[src/rtl/fifo_pkg.sv]
// ============================================================================
// Module  : fifo_pkg
// Brief   : Shared FSM state encoding and default geometry for fifo_ctrl.
// Revision: 1.0
// ============================================================================
`default_nettype none

package fifo_pkg;

  localparam int c_DEF_ADDR_WIDTH = 3;
  localparam int c_DEF_DEPTH      = 8;

  typedef enum logic [1:0] {
    ST_EMPTY  = 2'b00,
    ST_NORMAL = 2'b01,
    ST_FULL   = 2'b10
  } fifo_state_t;

endpackage

`default_nettype wire

[src/rtl/fifo_ctrl.sv]
// ============================================================================
// Module  : fifo_ctrl
// Brief   : Pointer/flag controller for an external FIFO memory (memoria).
//           Optional sticky overflow/underflow flag under macro FIFO_ERROR_EN.
// Revision: 1.0
// ============================================================================
`default_nettype none

module fifo_ctrl
  import fifo_pkg::*;
#(
  parameter int ADDR_WIDTH = c_DEF_ADDR_WIDTH,
  parameter int DEPTH      = c_DEF_DEPTH,
  parameter int AF_THRESH  = 6,
  parameter int AE_THRESH  = 2
) (
  input  logic                  clk,
  input  logic                  reset,
  input  logic                  push,
  input  logic                  pop,
  output logic [ADDR_WIDTH-1:0] wr_ptr,
  output logic [ADDR_WIDTH-1:0] rd_ptr,
  output logic                  write_enable,
  output logic                  read_enable,
  output logic                  data_valid,
  output logic                  full,
  output logic                  empty,
  output logic                  almost_full,
  output logic                  almost_empty,
`ifdef FIFO_ERROR_EN
  output logic                  fifo_error,
`endif
  output logic [ADDR_WIDTH:0]   fifo_count
);

  localparam logic [ADDR_WIDTH:0]   c_DEPTH_CNT = DEPTH[ADDR_WIDTH:0];
  localparam logic [ADDR_WIDTH:0]   c_AF        = AF_THRESH[ADDR_WIDTH:0];
  localparam logic [ADDR_WIDTH:0]   c_AE        = AE_THRESH[ADDR_WIDTH:0];
  localparam logic [ADDR_WIDTH-1:0] c_LAST      = ADDR_WIDTH'(DEPTH - 1);

  fifo_state_t           r_state;
  fifo_state_t           w_state_nxt;
  logic [ADDR_WIDTH-1:0] r_wr_ptr;
  logic [ADDR_WIDTH-1:0] r_rd_ptr;
  logic [ADDR_WIDTH:0]   r_count;
  logic [ADDR_WIDTH:0]   w_count_nxt;
  logic                  r_af;
  logic                  r_ae;
  logic                  r_dv;
  logic                  w_push_ok;
  logic                  w_pop_ok;

  function automatic logic [ADDR_WIDTH-1:0] f_inc(input logic [ADDR_WIDTH-1:0] p);
    return (p == c_LAST) ? '0 : p + 1'b1;
  endfunction

  // A push into a full FIFO is legal only when a pop frees the slot in the same cycle.
  assign w_pop_ok  = pop & (r_state != ST_EMPTY);
  assign w_push_ok = push & ((r_state != ST_FULL) | w_pop_ok);

  always_comb begin
    w_count_nxt = r_count;
    case ({w_push_ok, w_pop_ok})
      2'b10:   w_count_nxt = r_count + 1'b1;
      2'b01:   w_count_nxt = r_count - 1'b1;
      default: w_count_nxt = r_count;
    endcase
    if (w_count_nxt == '0)
      w_state_nxt = ST_EMPTY;
    else if (w_count_nxt == c_DEPTH_CNT)
      w_state_nxt = ST_FULL;
    else
      w_state_nxt = ST_NORMAL;
  end

  always_ff @(posedge clk or posedge reset) begin
    if (reset) begin
      r_state  <= ST_EMPTY;
      r_wr_ptr <= '0;
      r_rd_ptr <= '0;
      r_count  <= '0;
      r_af     <= 1'b0;
      r_ae     <= 1'b1;
      r_dv     <= 1'b0;
    end else begin
      r_state <= w_state_nxt;
      r_count <= w_count_nxt;
      r_af    <= (w_count_nxt >= c_AF);
      r_ae    <= (w_count_nxt <= c_AE);
      r_dv    <= w_pop_ok;
      if (w_push_ok) r_wr_ptr <= f_inc(r_wr_ptr);
      if (w_pop_ok)  r_rd_ptr <= f_inc(r_rd_ptr);
    end
  end

`ifdef FIFO_ERROR_EN
  logic r_err;

  always_ff @(posedge clk or posedge reset) begin
    if (reset)
      r_err <= 1'b0;
    else if ((push & ~pop & (r_state == ST_FULL)) | (pop & (r_state == ST_EMPTY)))
      r_err <= 1'b1;
  end

  assign fifo_error = r_err;
`endif

  // Strobes are gated by reset so memoria never sees a write during an abort.
  assign write_enable = w_push_ok & ~reset;
  assign read_enable  = w_pop_ok & ~reset;
  assign wr_ptr       = r_wr_ptr;
  assign rd_ptr       = r_rd_ptr;
  assign fifo_count   = r_count;
  assign data_valid   = r_dv;
  assign empty        = (r_state == ST_EMPTY);
  assign full         = (r_state == ST_FULL);
  assign almost_full  = r_af;
  assign almost_empty = r_ae;

endmodule

`default_nettype wire

[config.mk]
export PLATFORM = sky130hd
export DESIGN_NAME = fifo_ctrl
export DESIGN_NICKNAME = d
export VERILOG_FILES = /design/src/rtl/fifo_pkg.sv /design/src/rtl/fifo_ctrl.sv
export SDC_FILE = /design/constraint.sdc
export NUM_CORES = 1
export LEC_CHECK = 0
export ABC_CLOCK_PERIOD_IN_PS = 4900
export CORE_MARGIN = 4
export CORE_UTILIZATION = 50
export DETAILED_ROUTE_END_ITERATION = 10
export GPL_TIMING_DRIVEN = 0
export PLACE_DENSITY = 0.84
export SYNTH_ARGS = -nofsm -noshare
export SYNTH_HDL_FRONTEND = slang
export SYNTH_SLANG_ARGS = --single-unit
[constraint.sdc]
create_clock -name clk -period 4.9 [get_ports clk]
set_input_delay 1.47 -clock clk [delete_from_list [all_inputs] [get_ports clk]]
set_output_delay 1.47 -clock clk [all_outputs]
set_load 0.02 [all_outputs]
Figure 1. Routing congestion map.
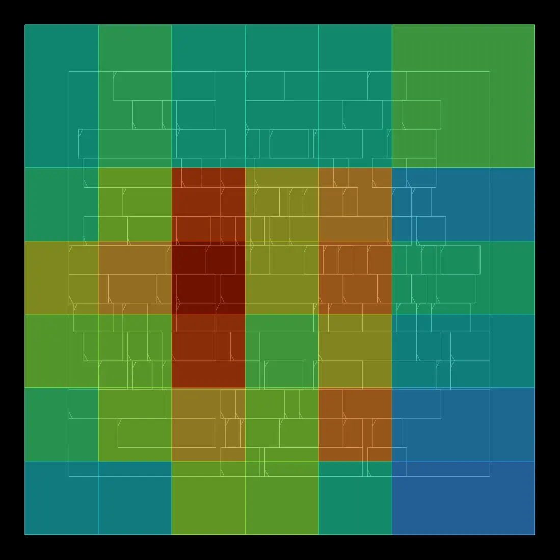
gr busiest metal: met2
Tot GR Track Use: 0.171
DR WL/cell: 13.8 um
Core Util, Final: 0.692
met1 usage: 0.212

Figure 2. Gate-type map.
Scale: 8 px per um.
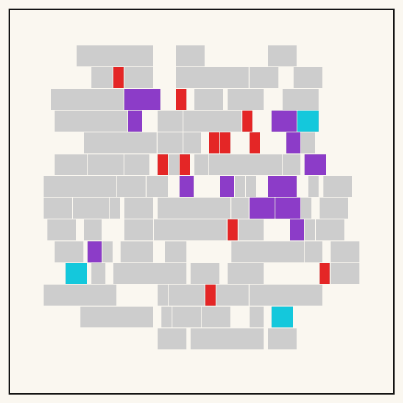
inverters -> red  # cells 11, most used inv_1
inverting AOI/OAI gates -> purple  # cells 12, most used o21ai_0
AND-OR and OR-AND gates -> cyan  # cells 3, most used a21o_1

Figure 3. Port wiring.
Scale: 10 px per um.
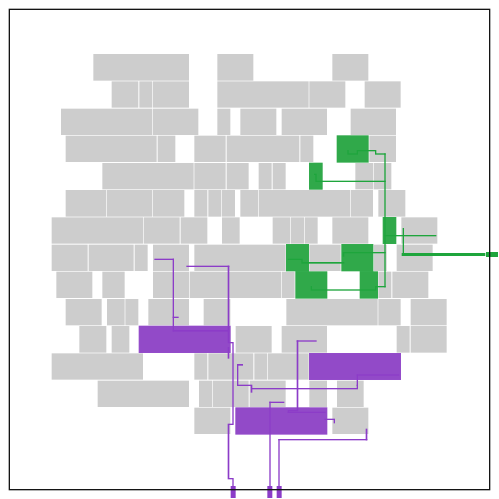
`wr_ptr` -> purple  # bits 3, direction output, end cells 3, buffers 3, wire 103 um
`push` -> green  # bits 1, direction input, end cells 7, buffers 1, wire 59.7 um
I/O pin total: 21
PortBufs: 20

Figure 4. Signal metal coverage by tile.
Scale: 8 px per um. The die is cut into 10 by 10 equal tiles; white is low, dark blue is high, scaled to the fullest tile. Values are wire area over tile area, all layers added.
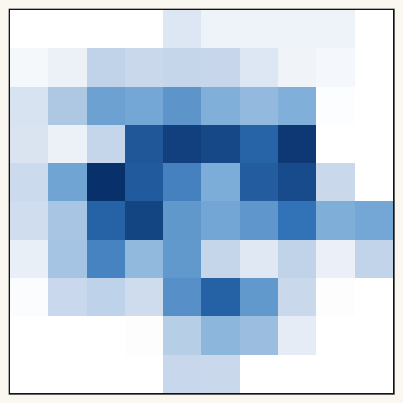
fullest tile = 0.37
densest ninth of the die = middle
nearly empty tiles = 28%
mean over tiles = 0.11
tiles over half the peak = 26%

Figure 5. Clock distribution.
Scale: 10 px per um.
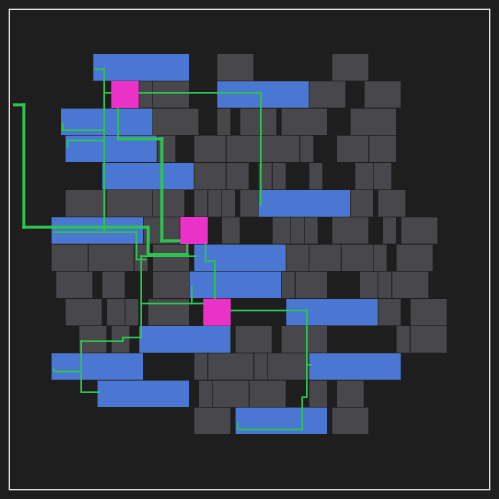
flip-flops -> blue  # count 15
clock wires -> green  # length 201 um
cells driving clock nets -> magenta  # count 3
routed clock nets = 4
Clock Skews: 1.95 ps
clock network power: 0.0000703 W
clk latency late pin: 280 ps

## power breakdown
group	internal [W]	switching (W)	total, W	leakage, nW
sequential	0.000184	0.0000553	0.000240	0.175
combinational	0.000190	0.000215	0.000405	0.307
clock	0.0000316	0.0000387	0.0000703	0.0150
## how the worst max path moves through the flow
| stage | cells after the start | from | slack, ps | end |
|---|---|---|---|---|
| floorplan | 2 | pop | 1390 | write_enable |
| global placement | 4 | pop | 310 | write_enable |
| detailed placement | 4 | pop | 280 | write_enable |
| CTS | 4 | pop | 270 | write_enable |
| global route | 4 | pop | 190 | write_enable |
| finish | 4 | pop | 280 | write_enable |
## synthesized netlist by cell type, drive strengths merged, types with 3 or more instances
master and count:
dfrtp 14, inv 11, ha 6, nand2 5, nor2 4, o21ai 4, a2111oi 3, a21o 3
mux2 3, nor3 3
## logic make-up (layout without fill, tap and decap cells)
| kind of cell | after synthesis | in the layout | synth area share |
|---|---|---|---|
| AND-OR/OR-AND | 15 | 15 | 0.137 |
| XOR/XNOR | 4 | 4 | 0.0440 |
| adder cells (fa/ha/maj) | 7 | 7 | 0.119 |
| buffers and inverters | 11 | 35 | 0.0519 |
| flip-flops | 15 | 15 | 0.473 |
| multiplexers | 5 | 5 | 0.0676 |
| AND/OR/NAND/NOR | 18 | 18 | 0.107 |
## layout make-up
| type | count | area, um2 | area share |
|---|---|---|---|
| flip-flops and latches | 15 | 377 | 0.361 |
| clock buffers | 4 | 26.3 | 0.0252 |
| inverters | 11 | 41.3 | 0.0396 |
| repair buffers | 20 | 200 | 0.192 |
| multi-input cells | 49 | 378 | 0.363 |
| well taps | 16 | 20.0 | 0.0192 |
## per-layer routing
metal	vias to the layer above	GRT usage	routed length, um
met5	-	0	0
met3	4	0.0338	73
met1	313	0.212	692
met4	0	0.0806	22
li1	315	-	-
met2	13	0.285	797
==> impl_metrics.csv <==
group,metric,value,unit
cts,clk_pin_slew,90,ps
min_path,hold_path_depth,2,
finish,fin_cells,115,
logic_synthesis,synth-seq-area-share,0.473,
cts,cts_tree,"built",
die,die_h,47.9,um
placed_design,dp_cells,111,
critical_path,timing.rr.start,"r_state[1]",
min_path,hold_start,"rd_ptr[1]",
timing,layout_min_cycle_time,4620,ps
timing,worst_hold_slack,549,ps
logic_synthesis,syn_inst,75,
finish,antenna_cells,0,
die,fp.coreArea,0.00151,mm2
cts,postCtsSetupBuffers,0,
logic_synthesis,synth-main-ff-cell,"dfrtp_1",
finish,final_nets,111,
timing,worst_pin_slew,631,ps
logic_synthesis,yosysWarnings,0,
critical_path,endpoint_kind,"output port",
logic_synthesis,syn_area_per_cell,10.6,um2
finish,layout_top_cell,"clkdlybuf4s50_1",
route,drc,0,
logic_synthesis,synth-edff-count,0,
cts,clock-sinks,15,
cts,cts_root_buf,"clkbuf_4",
route,vias,645,
min_path,hold-path-endpoint,"rd_ptr[1]",
timing,fmax,216,MHz
logic_synthesis,topCellsByArea,"dfrtp_1, ha_1, inv_1",
critical_path,cp_top_family,"buffers and inverters",
timing,setup_violations,0,
finish,layout-area-overhead-vs-synth,31.0,%
die,fp_util,0.528,
critical_path,cp_slowest_stage_delay,560,ps
flow_run,maxCapViolCount,0,
logic_synthesis,top_area_frac,0.440,
pwr,power,0.000715,W
route,wl,1590,um
timing,finalClockPeriodUsage,0.943,
die,die_width,47.9,um
route,drt_iter0_drc,16,
placed_design,pre_cts_slack,283,ps
route,drtAntennaViolNets,0,
global_routing,antenna_found_initial,0,
global_routing,grt_pass1_wl,2670,um
finish,lay_top_cells,"clkdlybuf4s50_1, dfrtp_1, inv_1, ha_1, nand2_1",
logic_synthesis,async_flop_share,1.00,
pwr,power_density,686,mW/mm2
cts,cts_made_buffers,3,
critical_path,worstPathRequired,3430,ps
placed_design,detailed_place_hpwl,1240,um
finish,drive_gt1_frac,0.101,
timing,slew_violations,0,
cts,cts-resized-gates,0,
global_routing,grt_max_degree,16,
placed_design,place_area,0.00102,mm2
logic_synthesis,yosysChipArea,796,um2
run_status,status,"finished, final reports clean",
timing,worst_slack,279,ps
pwr,p_leak,0.497,nW
critical_path,path_common_cell,"clkdlybuf4s50_1",
critical_path,crit_chain,"clkdlybuf4s50_1 > o21ai_0 > nor2_1 > clkdlybuf4s50_1",
pwr,max-vdd-ir-drop,0.000403,V
timing,finalHoldViolCount,0,
flow_run,warnings,26,
Power figures rest on the tool's default switching activity, not on a simulated workload.
